[config.mk]
export PLATFORM = sky130hd
export DESIGN_NAME = fsm
export DESIGN_NICKNAME = d
export VERILOG_FILES = /design/src/rtl/fsm.sv
export SDC_FILE = /design/constraint.sdc
export NUM_CORES = 1
export LEC_CHECK = 0
export CAP_MARGIN = 5
export CORE_AREA = 2 2 39 41
export CTS_BUF_LIST = sky130_fd_sc_hd__clkbuf_16
export CTS_CLUSTER_SIZE = 20
export DETAILED_ROUTE_END_ITERATION = 7
export DIE_AREA = 0 0 41 43
export SLEW_MARGIN = 5
export SYNTH_ARGS = -nofsm -noshare
export SYNTH_HDL_FRONTEND = slang
export SYNTH_SLANG_ARGS = --single-unit
[constraint.sdc]
create_clock -name clk -period 1.55 [get_ports clk]
set_input_delay 0.2325 -clock clk [delete_from_list [all_inputs] [get_ports clk]]
set_output_delay 0.2325 -clock clk [all_outputs]
set_load 0.03 [all_outputs]
[src/rtl/fsm.sv]
// Two-direction (north/west) traffic-light controller with registered light code.
// Optional macro FSM_ALT_PRIORITY_EN: alternating tie-break instead of fixed north priority.
module fsm #(
   parameter int unsigned GREEN_CYCLES  = 2,
   parameter int unsigned YELLOW_CYCLES = 1
) (
   input  logic       clk,
   input  logic       reset,
   input  logic       n,
   input  logic       w,
   output logic [1:0] light
);

   localparam int unsigned MAX_CYCLES = (GREEN_CYCLES > YELLOW_CYCLES) ? GREEN_CYCLES : YELLOW_CYCLES;
   localparam int unsigned CW         = $clog2(MAX_CYCLES) + 1;
   localparam logic [CW-1:0] G_LAST   = CW'(GREEN_CYCLES - 1);
   localparam logic [CW-1:0] Y_LAST   = CW'(YELLOW_CYCLES - 1);

   localparam logic [1:0] L_RED    = 2'b00;
   localparam logic [1:0] L_NORTH  = 2'b01;
   localparam logic [1:0] L_WEST   = 2'b10;
   localparam logic [1:0] L_YELLOW = 2'b11;

   typedef enum logic [1:0] {
      IDLE    = 2'b00,
      GREEN_N = 2'b01,
      GREEN_W = 2'b10,
      YELLOW  = 2'b11
   } state_t;

   state_t        state, state_nx;
   logic [CW-1:0] cnt, cnt_nx;
   logic          dir, dir_nx;        // phase owner: 0 north, 1 west
   logic [1:0]    light_nx;
   logic          north_wins;
   logic          start_n, start_w;

`ifdef FSM_ALT_PRIORITY_EN
   logic          last_west, last_west_nx;
`endif

   always_ff @(posedge clk or posedge reset) begin
      if (reset) begin
         state <= IDLE;
         cnt   <= '0;
         dir   <= 1'b0;
         light <= L_RED;
`ifdef FSM_ALT_PRIORITY_EN
         last_west <= 1'b1;
`endif
      end else begin
         state <= state_nx;
         cnt   <= cnt_nx;
         dir   <= dir_nx;
         light <= light_nx;
`ifdef FSM_ALT_PRIORITY_EN
         last_west <= last_west_nx;
`endif
      end
   end

   always_comb begin
      state_nx   = state;
      cnt_nx     = cnt + 1'b1;
      dir_nx     = dir;
      light_nx   = L_RED;
`ifdef FSM_ALT_PRIORITY_EN
      last_west_nx = last_west;
      north_wins   = last_west;
`else
      north_wins   = 1'b1;
`endif
      start_n = n & (~w | north_wins);
      start_w = w & ~start_n;

      case (state)
         IDLE: begin
            cnt_nx = '0;
            if (start_n) begin
               state_nx = GREEN_N;
               dir_nx   = 1'b0;
`ifdef FSM_ALT_PRIORITY_EN
               last_west_nx = 1'b0;
`endif
            end else if (start_w) begin
               state_nx = GREEN_W;
               dir_nx   = 1'b1;
`ifdef FSM_ALT_PRIORITY_EN
               last_west_nx = 1'b1;
`endif
            end
         end
         GREEN_N, GREEN_W: begin
            if (cnt == G_LAST) begin
               state_nx = YELLOW;
               cnt_nx   = '0;
            end
         end
         YELLOW: begin
            if (cnt == Y_LAST) begin
               state_nx = IDLE;
               cnt_nx   = '0;
               dir_nx   = 1'b0;
            end
         end
         default: begin
            state_nx = IDLE;
            cnt_nx   = '0;
            dir_nx   = 1'b0;
         end
      endcase

      // Light is registered from the next state so it changes on the same edge as the state.
      case (state_nx)
         GREEN_N: light_nx = L_NORTH;
         GREEN_W: light_nx = L_WEST;
         YELLOW:  light_nx = L_YELLOW;
         default: light_nx = L_RED;
      endcase
   end

endmodule

### M2 wires, run 1

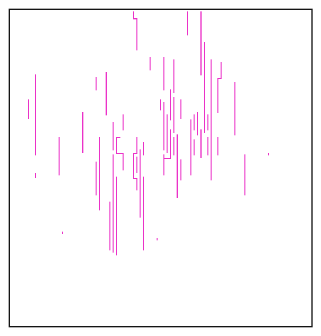
wire length on this layer = 266 µm
longest straight run = 16.3 µm
main direction = vertical
nets with wire on the layer = 38
share of all routed wire = 45%
final routed wirelength across all metal layers: 588 µm
via count: 239
met2 layer usage reported by global route: 11.9%

### Ports around the boundary, run 1

Pins as bars across the die edge, other pins in grey.
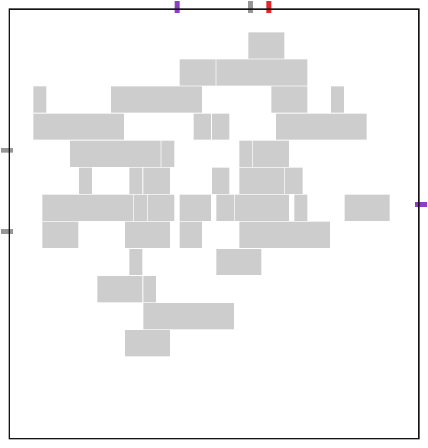
red -> n  # pins 1, direction input, edge north
purple -> light  # pins 2, direction output, edge 1 north, 1 east
all pins by edge = 3 north, 2 west, 1 east
height of the die: 43 µm
quantity of I/O buffers inserted on ports: 5
floorplan die width: 41 µm

==> reports/results.env, run 1 <==
ENABLE_FLOP_CELLS=0
CRITICAL-PATH-MAX-STAGE-DELAY_PS=660
NON_CLOCK_INVERTER_COUNT=6
WL_MET1_UM=253
FIN_CRIT_PS=1430
CP-ENDPOINT='light[0]'
TOP_LAYER='met4'
DR_WL_MET3_UM=36
WORST_R2R_PATH_DEPTH=4
GR_PEAK_LAYER='met4'
FLOW.AREA_GROWTH_FROM_SYNTHESIS_PCT=46.6
CLOCKBUFFERDEPTH=2
TOTAL_POWER_mW=1.11
INITIAL_UTILIZATION_PCT=22.3
AREA_FRACTION_IN_MUX_CELLS_PCT=0
GLOBAL_ROUTE.USAGE.MET3_PCT=6.28
REG2REG_CAPTURE_POINT='state[1]$_DFF_PP0_'
WORST_HOLD_SLACK_PS=203
ROW_COUNT=14
CRITPATHMAXFANOUT=1
CP_DATA_REQUIRED_TIME_PS=1320
FINAL_AREA_UM2=453
NUMBER_OF_DISTINCT_LIBRARY_CELL_VARIANTS_IN_THE_GATE_LEVEL_NETLIST_AFTER_SYNTHESIS=14
DR.FIRST_ITER.DRC_COUNT=3
FINAL-SETUP-VIOL-COUNT=0
TOOL_WARNINGS=29
MIN_PATH_TYPE='in2async'
SYNTH.TOP_CELLS.BY_AREA='sky130_fd_sc_hd__dfrtp_1 (40%), sky130_fd_sc_hd__ha_1 (20%), sky130_fd_sc_hd__inv_1 (7.3%)'
HOLD_FIX_BUFFERS_AT_CTS=0
SYNTH.CELLMIX.ADDERSHARE_PCT=20.2
POWER_FRAC_CLOCK_PCT=38.7
SEQUENTIAL_CELL_AREA_IN_THE_FINAL_LAYOUT_UM2=125
MAX_SLEW.WORST_PIN.SLEW_PS=312
INTERNAL_POWER_mW=0.721
DETAIL-ROUTE-ANTENNA-NETS=0
LAYOUT-DRIVE-GT1-SHARE_PCT=12.8
BIGGESTCELLCATEGORY='combinational gates'
FIRST_GLOBAL_VIAS=260
GRT_MAX_DEGREE=7
SYN_AREA_PER_CELL_UM2=9.97
FINAL_CORE_UTILIZATION_PCT=32.7
DETAILED_ROUTE_WIRE_LENGTH_PER_CELL_UM=10.7
TIMING.CLOCK.SKEW_PS=4.43
LOGIC_GATE_COUNT=19
START_KIND='register'
SHARE_SEQ_OF_TOTAL_POWER_PCT=20.3
TRITONCTS_NUM_SINKS=5
DPL.HPWL_UM=434
RR_STARTPOINT='state[1]$_DFF_PP0_'
PLACED_CELLS_INCL_TAPS=51
NETLIST_INSTANCES=31
POSTLAYOUTSETUPSLACKWORST_PS=120
WORST_PATH_DOMINANT_CELL_FAMILY='buffers and inverters'
SH_SEQ_AREA_PCT=27.6
REPORT.FINAL.SLEW_VIOL_COUNT=0
NNONCLKBUFFERS=5
CLKBUF_COUNT=3
DETAIL_ROUTE.VIAS_PER_CELL=4.35
NUM_IO_PINS=6
GLOBALPLACE.CONGESTION=0.758
REGTOREGSETUPSLACK_PS=290
POWER_TOP_CONSUMER='combinational cells'
TIMING.CRITICAL_PATH.FROM='light[0]$_DFF_PP0_'
GLOBAL_ROUTE_CONGESTION_OVERFLOW_TOTAL=0
SYNTH.YOSYS.CHIP_AREA_UM2=309
WORST_VDD_IR_V=0.000953
MI_LOGIC_AREA_UM2=154
PLACE_WORST_SETUP_SLACK_PS=262
YOSYS.AREA_SHARE.AOI_PCT=22.3
SYNTH_TOP_CELL_BY_AREA='sky130_fd_sc_hd__dfrtp_1'
LEAKAGE_nW=0.229
RELSLEWSLACK_PCT=79.2
CLOCK-ROOT-BUFFER='sky130_fd_sc_hd__clkbuf_16'
FINALHOLDVIOLCOUNT=0
YS_DOMINANT_REG_CELL='sky130_fd_sc_hd__dfrtp_1'
XOR_SHARE_PCT=0
NNETSFINAL=49
FINISH.CELL_COUNT_WITHOUT_FILLERS=55
FIRSTDRTPASSITERS=4
FLOP-COUNT=5
H-TREE-DEPTH=1
SYNTH.MOST_COMMON_CELL='sky130_fd_sc_hd__inv_1'
MET2_LENGTH_UM=266
CTS_RESIZED=0
SYNTH.YOSYS.NUM_CELLS=31
CTS_MADE_BUFFERS=3
SWITCHING_SHARE_OF_POWER_PCT=35.0
FILL_COUNT=135
SYNTH.CELLS.MOST_FREQUENT='sky130_fd_sc_hd__inv_1 (6), sky130_fd_sc_hd__dfrtp_1 (5), sky130_fd_sc_hd__ha_1 (5)'
ANTENNA_FOUND_INITIAL=0
PG_CLK_mW=0.429
P_PER_AREA_nW_PER_UM2=2450
CTS.REPORTEDPATHS.CLKPINSLEW_PS=40
SYN_AREA_UM2=309
CTS_SETUP_BUFFERS=0
OUTCOME='finished, final reports clean'
ANTENNADIODECOUNT=0
COMB-POWER_mW=0.455
CP_CELL_SEQUENCE='clkdlybuf4s50_1'
YOSYSWARNINGS=0
FINALCLOCKPERIODUSAGE_PCT=92.3
TIMING.CRITICAL_PATH.ARRIVAL_PS=1200
NONCLKBUFAREAFRAC_PCT=11.6
NETLIST_LOGIC_FAMILY_TOP='AND-OR/OR-AND gates'
CORE_AREA_UM2=1380
POWERSEQ_mW=0.226
MAXCAPVIOLATIONS=0
FMAX_MHz=699
RSZ0062_AT_GRT='no'
POST-SYNTH-TOP-AREA-FRACTION_PCT=40.5
CTS_TREE='yes'
SETUP.WORST_PATH.END_CLASS='primary output'
CLOCK_AREA_SHARE_PCT=17.4
### Met1 routing, run 1

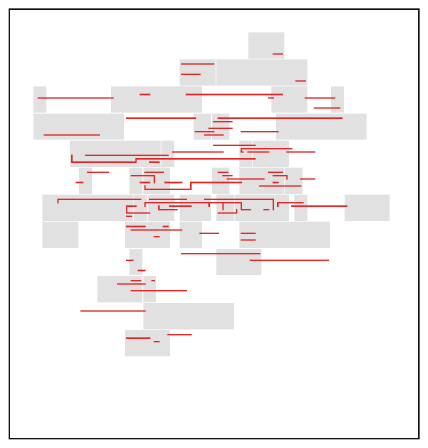
nets with wire on the layer = 41
wire length on this layer = 254 µm
met1 routing resource usage after global routing: 11.8%

==> run 1 -> run 2 <==
--- a/config.mk
+++ b/config.mk
@@ -6,11 +6,11 @@
 export NUM_CORES = 1
 export LEC_CHECK = 0
 export CAP_MARGIN = 5
-export CORE_AREA = 2 2 39 41
+export CORE_AREA = 3 3 40 42
 export CTS_BUF_LIST = sky130_fd_sc_hd__clkbuf_16
 export CTS_CLUSTER_SIZE = 20
 export DETAILED_ROUTE_END_ITERATION = 7
-export DIE_AREA = 0 0 41 43
+export DIE_AREA = 0 0 43 45
 export SLEW_MARGIN = 5
 export SYNTH_ARGS = -nofsm -noshare
 export SYNTH_HDL_FRONTEND = slang
### Ports around the boundary, run 2

Pins as bars across the die edge, other pins in grey.
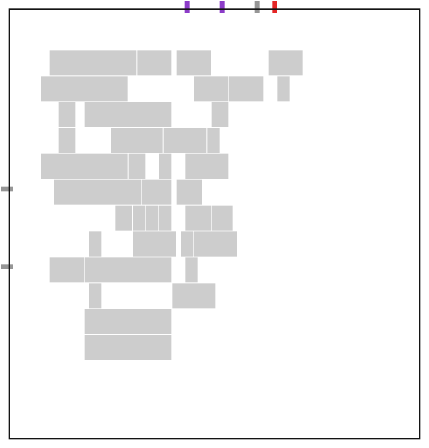
red -> n  # pins 1, direction input, edge north
purple -> light  # pins 2, direction output, edge north
all pins by edge = 4 north, 2 west
floorplan die width: 43 µm
height of the die: 45 µm

==> reports/results.env, run 2 <==
OUTCOME='finished, final reports clean'  # unchanged
GLOBAL_ROUTE.USAGE.MET3_PCT=1.20  # was 6.28%
INTERNAL_POWER_mW=0.719  # was 0.721 mW
CORE_AREA_UM2=1280  # was 1380 µm²
DETAIL-ROUTE-ANTENNA-NETS=0  # unchanged
RSZ0062_AT_GRT='no'  # unchanged
FIRST_GLOBAL_VIAS=202  # was 260
WORST_HOLD_SLACK_PS=208  # was 203 ps
IO_BUFFERS=5  # unchanged
SYNTH.TOP_CELLS.BY_AREA='sky130_fd_sc_hd__dfrtp_1 (40%), sky130_fd_sc_hd__ha_1 (20%), sky130_fd_sc_hd__inv_1 (7.3%)'  # unchanged
FINAL_CORE_UTILIZATION_PCT=35.0  # was 32.7%
SWITCHING_SHARE_OF_POWER_PCT=33.9  # was 35.0%
XOR_SHARE_PCT=0  # unchanged
SYNTH.CELLMIX.ADDERSHARE_PCT=20.2  # unchanged
CRITICAL-PATH-MAX-STAGE-DELAY_PS=680  # was 660 ps
COMB-POWER_mW=0.455  # about the same
CTS_TREE='yes'  # unchanged
YOSYSWARNINGS=0  # unchanged
FINAL-SETUP-VIOL-COUNT=0  # unchanged
WL_MET1_UM=236  # was 253 µm
SH_SEQ_AREA_PCT=27.9  # was 27.6%
WORST_VDD_IR_V=0.000980  # was 0.000953 V
TIMING.CRITICAL_PATH.ARRIVAL_PS=1280  # was 1200 ps
FIRSTDRTPASSITERS=2  # was 4
ANTENNADIODECOUNT=0  # unchanged
DR_WL_MET3_UM=8  # was 36 µm
SEQUENTIAL_CELL_AREA_IN_THE_FINAL_LAYOUT_UM2=125  # unchanged
CTS_MADE_BUFFERS=3  # unchanged
TOP_LAYER='met3'  # was met4
GR_PEAK_LAYER='met2'  # was met4
RELSLEWSLACK_PCT=79.8  # was 79.2%
INITIAL_UTILIZATION_PCT=24.1  # was 22.3%
CLOCKBUFFERDEPTH=2  # unchanged
NNETSFINAL=49  # unchanged
SETUP.WORST_PATH.END_CLASS='primary output'  # unchanged
REGTOREGSETUPSLACK_PS=270  # was 290 ps
SYNTH.YOSYS.CHIP_AREA_UM2=309  # unchanged
RR_STARTPOINT='state[1]$_DFF_PP0_'  # unchanged
NUMBER_OF_DISTINCT_LIBRARY_CELL_VARIANTS_IN_THE_GATE_LEVEL_NETLIST_AFTER_SYNTHESIS=14  # unchanged
CTS_RESIZED=0  # unchanged
VIA_COUNT=231  # was 239
START_KIND='register'  # unchanged
HOLD_FIX_BUFFERS_AT_CTS=0  # unchanged
TIMING.CRITICAL_PATH.FROM='state[1]$_DFF_PP0_'  # was light[0]$_DFF_PP0_
DETAIL_ROUTE.VIAS_PER_CELL=4.28  # was 4.35
FLOP-COUNT=5  # unchanged
CP-ENDPOINT='light[1]'  # was light[0]
SYNTH_TOP_CELL_BY_AREA='sky130_fd_sc_hd__dfrtp_1'  # unchanged
TRITONCTS_NUM_SINKS=5  # unchanged
REG2REG_CAPTURE_POINT='state[1]$_DFF_PP0_'  # unchanged
POWER_FRAC_CLOCK_PCT=37.8  # was 38.7%
TIMING.CLOCK.SKEW_PS=0.513  # was 4.43 ps
MET2_LENGTH_UM=245  # was 266 µm
MIN_PATH_TYPE='in2async'  # unchanged
WORST_PATH_DOMINANT_CELL_FAMILY='buffers and inverters'  # unchanged
ROW_COUNT=13  # was 14
FIN_CRIT_PS=1510  # was 1430 ps
GLOBALPLACE.CONGESTION=0.737  # was 0.758
NONCLKBUFAREAFRAC_PCT=11.1  # was 11.6%
YS_DOMINANT_REG_CELL='sky130_fd_sc_hd__dfrtp_1'  # unchanged
MET2_LAYER_USAGE_REPORTED_BY_GLOBAL_ROUTE_PCT=8.38  # was 11.9%
CP_CELL_SEQUENCE='clkdlybuf4s50_1'  # unchanged
CRITPATHMAXFANOUT=4  # was 1
TOOL_WARNINGS=29  # unchanged
FINALCLOCKPERIODUSAGE_PCT=97.4  # was 92.3%
FINISH.CELL_COUNT_WITHOUT_FILLERS=54  # was 55
NNONCLKBUFFERS=5  # unchanged
CTS.REPORTEDPATHS.CLKPINSLEW_PS=30  # was 40 ps
LEAKAGE_nW=0.216  # was 0.229 nW
PLACED_CELLS_INCL_TAPS=50  # was 51
SYNTH.YOSYS.NUM_CELLS=31  # unchanged
AREA_FRACTION_IN_MUX_CELLS_PCT=0  # unchanged
Power and IR drop assume default switching activity.
